$ cat config.mk
export PLATFORM = sky130hd
export DESIGN_NAME = w_bank_streamer
export DESIGN_NICKNAME = d
export VERILOG_FILES = /design/src/rtl/w_bank_streamer.sv
export SDC_FILE = /design/constraint.sdc
export NUM_CORES = 1
export LEC_CHECK = 0
export ABC_AREA = 1
export CORE_MARGIN = 1
export CORE_UTILIZATION = 33
export DETAILED_ROUTE_END_ITERATION = 6
export HOLD_SLACK_MARGIN = 0.1
export PLACE_DENSITY_LB_ADDON = 0.25
export SLEW_MARGIN = 20
export SYNTH_ARGS = -nofsm -noshare
export SYNTH_HDL_FRONTEND = slang
export SYNTH_SLANG_ARGS = --single-unit
export TNS_END_PERCENT = 100
$ cat constraint.sdc
create_clock -name clk_i -period 1.86 [get_ports clk_i]
set_clock_uncertainty 0.05 [all_clocks]
set_input_delay 0.465 -clock clk_i [delete_from_list [all_inputs] [get_ports clk_i]]
set_output_delay 0.465 -clock clk_i [all_outputs]
set_load 0.01 [all_outputs]
$ cat src/rtl/w_bank_streamer.sv
// rtl/w_bank_streamer.sv - per-neuron weight/bias store streamed LANES weights per beat
// Optional runtime write port: define WSTREAM_WRITE_EN.
module w_bank_streamer #(
    parameter int    DATA_WIDTH  = 16,
    parameter int    FRAC_BITS   = 10,
    parameter int    FAN_IN      = 16,
    parameter int    NUM_NEURONS = 8,
    parameter int    LANES       = 4,
    parameter string INIT_FILE   = "",
    localparam int   IDXW  = (NUM_NEURONS > 1) ? $clog2(NUM_NEURONS) : 1,
    localparam int   BEATS = FAN_IN / LANES + 1,
    localparam int   DEPTH = NUM_NEURONS * BEATS,
    localparam int   AW    = (DEPTH > 1) ? $clog2(DEPTH) : 1,
    localparam int   BW    = $clog2(BEATS),
    localparam int   WW    = LANES * DATA_WIDTH
) (
    input  logic            clk_i,
    input  logic            rst_i,
    input  logic            start_valid_i,
    output logic            start_ready_o,
    input  logic [IDXW-1:0] start_idx_i,
`ifdef WSTREAM_WRITE_EN
    input  logic            wr_en_i,
    input  logic [AW-1:0]   wr_addr_i,
    input  logic [WW-1:0]   wr_data_i,
`endif
    output logic            w_valid_o,
    input  logic            w_ready_i,
    output logic [WW-1:0]   w_data_o,
    output logic            w_is_bias_o,
    output logic            w_last_o,
    output logic            busy_o,
    output logic            err_idx_o
);

    if (FAN_IN % LANES != 0 || NUM_NEURONS < 1 || FRAC_BITS >= DATA_WIDTH) begin : g_bad_cfg
        $error("w_bank_streamer: illegal parameter set");
    end

    typedef enum logic [1:0] {S_IDLE, S_FETCH, S_STREAM} state_t;

    state_t          state_q, state_d;
    logic [WW-1:0]   mem_q [DEPTH];
    logic [AW-1:0]   base_q;
    logic [BW-1:0]   beat_q;
    logic            w_valid_q;
    logic [WW-1:0]   w_data_q;
    logic            w_is_bias_q;
    logic            err_q;

    logic            start_fire;
    logic            idx_ok;
    logic            last_beat;
    logic            load;
    logic            load_bias;
    logic            drain;
    logic [AW-1:0]   rd_addr;

    // Memory is preloaded only; reset never clears it.
    initial begin
        for (int i = 0; i < DEPTH; i++) mem_q[i] = '0;
    end

    assign start_fire = start_valid_i && (state_q == S_IDLE);
    assign idx_ok     = 32'(start_idx_i) < NUM_NEURONS;
    assign last_beat  = (beat_q == BW'(BEATS - 1));

    always_ff @(posedge clk_i) begin
        if (rst_i) state_q <= S_IDLE;
        else       state_q <= state_d;
    end

    always_comb begin
        state_d = state_q;
        case (state_q)
            S_IDLE:   if (start_fire && idx_ok) state_d = S_FETCH;
            S_FETCH:  state_d = S_STREAM;
            S_STREAM: if (w_ready_i && last_beat) state_d = S_IDLE;
            default:  state_d = S_IDLE;
        endcase
    end

    // The output register doubles as the read register: the next word is
    // fetched on the same edge the current beat transfers, so there are no bubbles.
    always_comb begin
        start_ready_o = (state_q == S_IDLE);
        busy_o        = (state_q != S_IDLE);
        load          = 1'b0;
        load_bias     = 1'b0;
        drain         = 1'b0;
        rd_addr       = base_q;
        case (state_q)
            S_FETCH: load = 1'b1;
            S_STREAM: begin
                rd_addr   = base_q + AW'(beat_q) + AW'(1);
                load      = w_ready_i && !last_beat;
                load_bias = (beat_q == BW'(BEATS - 2));
                drain     = w_ready_i && last_beat;
            end
            default: ;
        endcase
    end

    always_ff @(posedge clk_i) begin
        if (rst_i) begin
            base_q      <= '0;
            beat_q      <= '0;
            w_valid_q   <= 1'b0;
            w_data_q    <= '0;
            w_is_bias_q <= 1'b0;
            err_q       <= 1'b0;
        end else begin
            if (start_fire && !idx_ok) err_q <= 1'b1;
            if (start_fire) begin
                base_q <= AW'(start_idx_i) * AW'(BEATS);
                beat_q <= '0;
            end
            if (load) begin
                w_data_q    <= mem_q[rd_addr];
                w_is_bias_q <= load_bias;
                w_valid_q   <= 1'b1;
                if (state_q == S_STREAM) beat_q <= beat_q + BW'(1);
            end else if (drain) begin
                w_valid_q   <= 1'b0;
                w_is_bias_q <= 1'b0;
            end
        end
    end

`ifdef WSTREAM_WRITE_EN
    always_ff @(posedge clk_i) begin
        if (wr_en_i && (state_q == S_IDLE) && !start_fire) mem_q[wr_addr_i] <= wr_data_i;
    end
`endif

    assign w_valid_o   = w_valid_q;
    assign w_data_o    = w_data_q;
    assign w_is_bias_o = w_is_bias_q;
    assign w_last_o    = w_is_bias_q;
    assign err_idx_o   = err_q;

endmodule

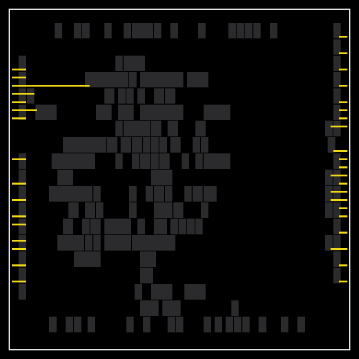
**Above:** run 1 (met3 routing).
(6 px per um)
wire length on this layer: 78.2 um
main direction: horizontal
nets with wire on the layer: 37
share of all routed wire: 6.4%
longest straight run: 12.6 um

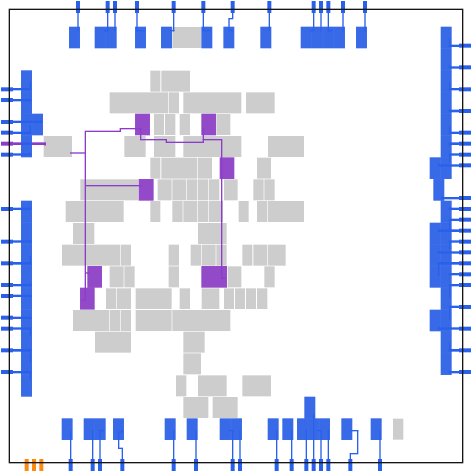
**Above:** run 1 (port wiring).
(8 px per um)
[rst_i] purple | bits: 1 | direction: input | end cells: 7 | buffers: 1 | wire: 73.4 um
[start_idx_i] orange | bits: 3 | direction: input | end cells: 0 | buffers: 0
[w_data_o] blue | bits: 64 | direction: output | end cells: 64 | buffers: 0 | wire: 179 um

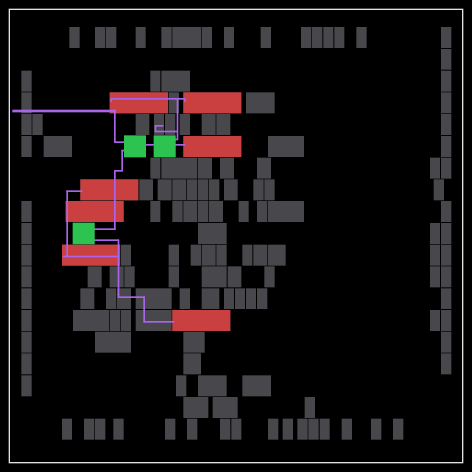
**Above:** run 1 (clock distribution).
(8 px per um)
[flip-flops] red | count: 7
[clock wires] purple | length: 96.8 um
[clock drivers] green | count: 3
routed clock nets: 4

==> qor.tcl, run 1 <==
set qor(placed_area_um2) 851
set qor(dr_total_vias) 635
set qor(clk_path_buf_depth) 2
set qor(peakVddDrop_mv) 0.326
set qor(synth-main-ff-cell) {sky130_fd_sc_hd__dfxtp_1}
set qor(criticalPathCategory) {register to output port}
set qor(worstPathCellList) {inv_1, ha_1, inv_2, dlygate4sd2_1}
set qor(synth_simple_gate_area_share_pct) 15.6
set qor(synth_top_cell_by_area) {sky130_fd_sc_hd__buf_4}
set qor(synth-seq-area-share_pct) 14.3
set qor(tritoncts_clock_tree) {built}
set qor(areaGrowthSynthToFinish_pct) -10.7
set qor(total_leakage_power_nw) 0.477
set qor(top_cells_by_count_synth) {sky130_fd_sc_hd__buf_4, sky130_fd_sc_hd__nand2_1, sky130_fd_sc_hd__a21oi_1, sky130_fd_sc_hd__inv_1, sky130_fd_sc_hd__nand3_1}
set qor(placement.io_buffers) 8
set qor(postCtsHoldBufs) 0
set qor(drive_above_1_share_pct) 6.08
set qor(overflow) 0
set qor(setup.worst_path.end_class) {output port}
set qor(cts-root-buf) {sky130_fd_sc_hd__clkbuf_4}
set qor(status) {finished, final reports clean}
set qor(ys_ff) 7
set qor(clock.fmax_mhz) 567
set qor(critical_path.max_stage_delay_ps) 360
set qor(worst-endpoint-required_ps) 1340
set qor(post_synth_instance_area_um2) 980
set qor(reg2reg_depth) 9
set qor(final-hold-violation-count) 0
set qor(cts_repair_resize_count) 2
set qor(ys_sh_mux_pct) 0
set qor(setup-violations-final) 0
set qor(drt_iter0_markers) 10
set qor(lay_top_cells) {sky130_fd_sc_hd__conb_1, sky130_fd_sc_hd__nand2_1, sky130_fd_sc_hd__inv_1, sky130_fd_sc_hd__nand3_1, sky130_fd_sc_hd__a21oi_1}
set qor(wp_buf_inv) 3
set qor(clock.latency.late_pin_ps) 240
set qor(drtPass1Iterations) 5
set qor(cap_viol_max_count) 0
set qor(grt_first_pass_wirelength_um) 1960
set qor(yosysCellCount) 137
run 1: worst min-delay path, delay by kind of cell, from the launching register on:
| kind | cells | cell delay, ps |
|---|---|---|
| flops | 1 | 300 |
| compound gates | 2 | 120 |
run 1: registers in the layout (all words and copies together) (netlist names):
| name | cells |
|---|---|
| w_valid_o | 1 |
| w_is_bias_o | 1 |
| beat_q | 3 |
| state_q | 2 |
run 1: layout make-up:
class,count,area (um^2)
clock buffers,4,26.3
fillers,306,1910
inverters,11,41.3
multi-input cells,117,543
flip-flops and latches,7,140
well taps,31,38.8
repair buffers,9,85.1
run 1: final timing paths:
path,from,endpoint,slack [ps]
setup reg to reg,state_q[0],beat_q[0],370
hold / removal,w_valid_o,w_valid_o,420
hold reg to reg,w_valid_o,w_valid_o,420
setup / recovery,state_q[0],busy_o,100
run 1: metrics by stage:
| step | std cells | util [%] | worst slack (ps) | hold slack, ps |
|---|---|---|---|---|
| 2_1_floorplan | 201 | - | 521 | 400 |
| 3_3_place_gp | 175 | 30.6 | 115 | 419 |
| 3_5_place_dp | 175 | 30.6 | 89.5 | 418 |
| 4_1_cts | 179 | 31.4 | 87.1 | 425 |
| 5_1_grt | 179 | 31.4 | 16.8 | 466 |
| 6_report | 179 | 31.4 | 95.8 | 423 |
run 1: metal layers:
metal | routed length, um | part of all wire (%) | track usage, % | vias up
met5 | 0 | 0 | 0 | -
met4 | 0 | 0 | 2.44 | 0
met3 | 78 | 6.4 | 2.30 | 0
met2 | 639 | 52 | 13.4 | 37
met1 | 509 | 41 | 8.40 | 280
li1 | - | - | - | 318
run 1: power by group:
group / switching (mW) / internal, mW / total, mW
sequential: 0.0102 / 0.165 / 0.175
clock: 0.0536 / 0.0817 / 0.135
combinational: 0.188 / 0.0874 / 0.275
total: 0.251 / 0.334 / 0.586
==> run 2: changes to the inputs <==
Settings changed: CTS_CLUSTER_DIAMETER set to 40.
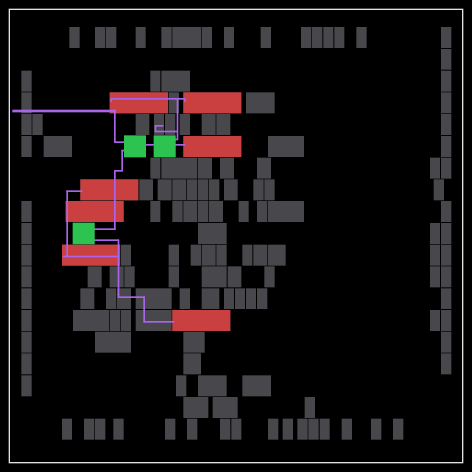
**Above:** run 2 (clock distribution).
(8 px per um)
[flip-flops] red | count: 7
[clock drivers] green | count: 3
[clock wires] purple | length: 96.8 um
routed clock nets: 4

==> qor.tcl, run 2 <==
set qor(num-fill-cells) 306
set qor(grtUsageMet2_pct) 13.4
set qor(seq_power_uw) 175
set qor(largest_register) {beat_q}
set qor(clk-power_uw) 135
set qor(drtPass1Iterations) 5
set qor(first_global_vias) 472
set qor(worst-endpoint-required_ps) 1340
set qor(layout_worst_path_cycle_share_pct) 94.8
set qor(clk_path_buf_depth) 2
set qor(yosysCellCount) 137
set qor(power_spent_charging_and_discharging_nets_uw) 251
set qor(setup-violations-final) 0
set qor(grt_first_pass_wirelength_um) 1960
set qor(clkPwrFrac_pct) 23.1
set qor(placement.io_buffers) 8
set qor(launch_point_of_the_worst_path) {state_q[0]}
set qor(timing.hold.worst.start) {w_valid_o}
set qor(peakVddDrop_mv) 0.326
set qor(globalRouteMet1Util_pct) 8.40
set qor(top_cells_by_count_synth) {sky130_fd_sc_hd__buf_4, sky130_fd_sc_hd__nand2_1, sky130_fd_sc_hd__a21oi_1, sky130_fd_sc_hd__inv_1, sky130_fd_sc_hd__nand3_1}
set qor(criticalPathCategory) {register to output port}
set qor(clock.fmax_mhz) 567
set qor(final-hold-violation-count) 0
set qor(reg2reg_setup_slack_ps) 370
set qor(synth_top_cell_by_area) {sky130_fd_sc_hd__buf_4}
set qor(preCtsSetupSlack_ps) 89.5
set qor(post_synth_instance_area_um2) 980
set qor(power.internal_uw) 334
set qor(largest_reg_flops) 3
set qor(overflow) 0
set qor(layout_setup_ws_ps) 95.8
set qor(tritoncts_clock_tree) {built}
set qor(ys.warnings.count) 0
set qor(layout_top_cell) {sky130_fd_sc_hd__conb_1}
set qor(total_leakage_power_nw) 0.477
set qor(rr_startpoint) {state_q[0]}
set qor(synth-main-ff-cell) {sky130_fd_sc_hd__dfxtp_1}
set qor(cts-root-buf) {sky130_fd_sc_hd__clkbuf_4}
set qor(drive_above_1_share_pct) 6.08
set qor(areaGrowthSynthToFinish_pct) -10.7
set qor(globalRoute.busiestLayer) {met2}
set qor(r2r_end) {beat_q[0]}
set qor(ys_ff) 7
set qor(setup.worst_path.end_class) {output port}
set qor(synth-seq-area-share_pct) 14.3
set qor(drt_iter0_markers) 10
set qor(cap_viol_max_count) 0
set qor(power_switching_share_pct) 42.9
set qor(biggestRegsByFlops) {beat_q: 3 flops, state_q: 2 flops}
set qor(pwr-share-comb_pct) 47.0
set qor(grt_use_met3_pct) 2.30
set qor(clock.latency.late_pin_ps) 240
set qor(cts_repair_resize_count) 2
set qor(lay_top_cells) {sky130_fd_sc_hd__conb_1, sky130_fd_sc_hd__nand2_1, sky130_fd_sc_hd__inv_1, sky130_fd_sc_hd__nand3_1, sky130_fd_sc_hd__a21oi_1}
set qor(status) {finished, final reports clean}
set qor(die.size.y_um) 56.5
## run 2: cell counts after synthesis
No cell type changed its count.
## run 2: kinds of logic after synthesis
| family | synth area share [%] |
|---|---|
| AND-OR/OR-AND | 6.00 |
| adder cells (fa/ha/maj) | 8.94 |
| buffers and inverters | 54.8 |
| flip-flops | 14.3 |
| other | 0.383 |
| AND/OR/NAND/NOR | 15.6 |
## run 2: worst min path at each step
stage / to / slack [ps] / depth (start not counted)
after floorplan: state_q[1] / 400 / 2
after global placement: w_valid_o / 420 / 2
after detailed placement: w_valid_o / 420 / 2
after CTS: w_valid_o / 420 / 2
after global routing: state_q[1] / 470 / 2
final: w_valid_o / 420 / 2
## run 2: metal layers
metal / share of wire, % / vias to the layer above / routed length, um
met3: 6.4 / 0 / 78
met4: 0 / 0 / 0
met5: 0 / - / 0
li1: - / 318 / -
met1: 41 / 280 / 509
met2: 52 / 37 / 639
## run 2: cell type report
type                            count  area (um^2)  share of cell area, %
Inverter                           11         41.3                   4.72
Tap cell                           31         38.8                   4.43
Multi-Input combinational cell    117          543                   62.1
Clock buffer                        4         26.3                   3.00
Timing Repair Buffer                9         85.1                   9.73
Sequential cell                     7          140                   16.0
## run 2: worst max-delay path, cell delays in order (launching register included)
cell and delay (ps):
sky130_fd_sc_hd__dfxtp_1 360, sky130_fd_sc_hd__inv_1 90, sky130_fd_sc_hd__ha_1 240, sky130_fd_sc_hd__inv_2 60
sky130_fd_sc_hd__dlygate4sd2_1 260
## run 2: metrics by stage
step,instance area [um^2],instances,total power [mW],util [%],hold WS [ps]
4_1_cts,875,179,0.589,31.4,425
6_report,875,179,0.586,31.4,423
2_1_floorplan,1220,201,0.472,-,400
5_1_grt,875,179,0.636,31.4,466
3_3_place_gp,851,175,0.463,30.6,419
3_5_place_dp,851,175,0.464,30.6,418
Power is estimated from default activity; no workload was simulated.
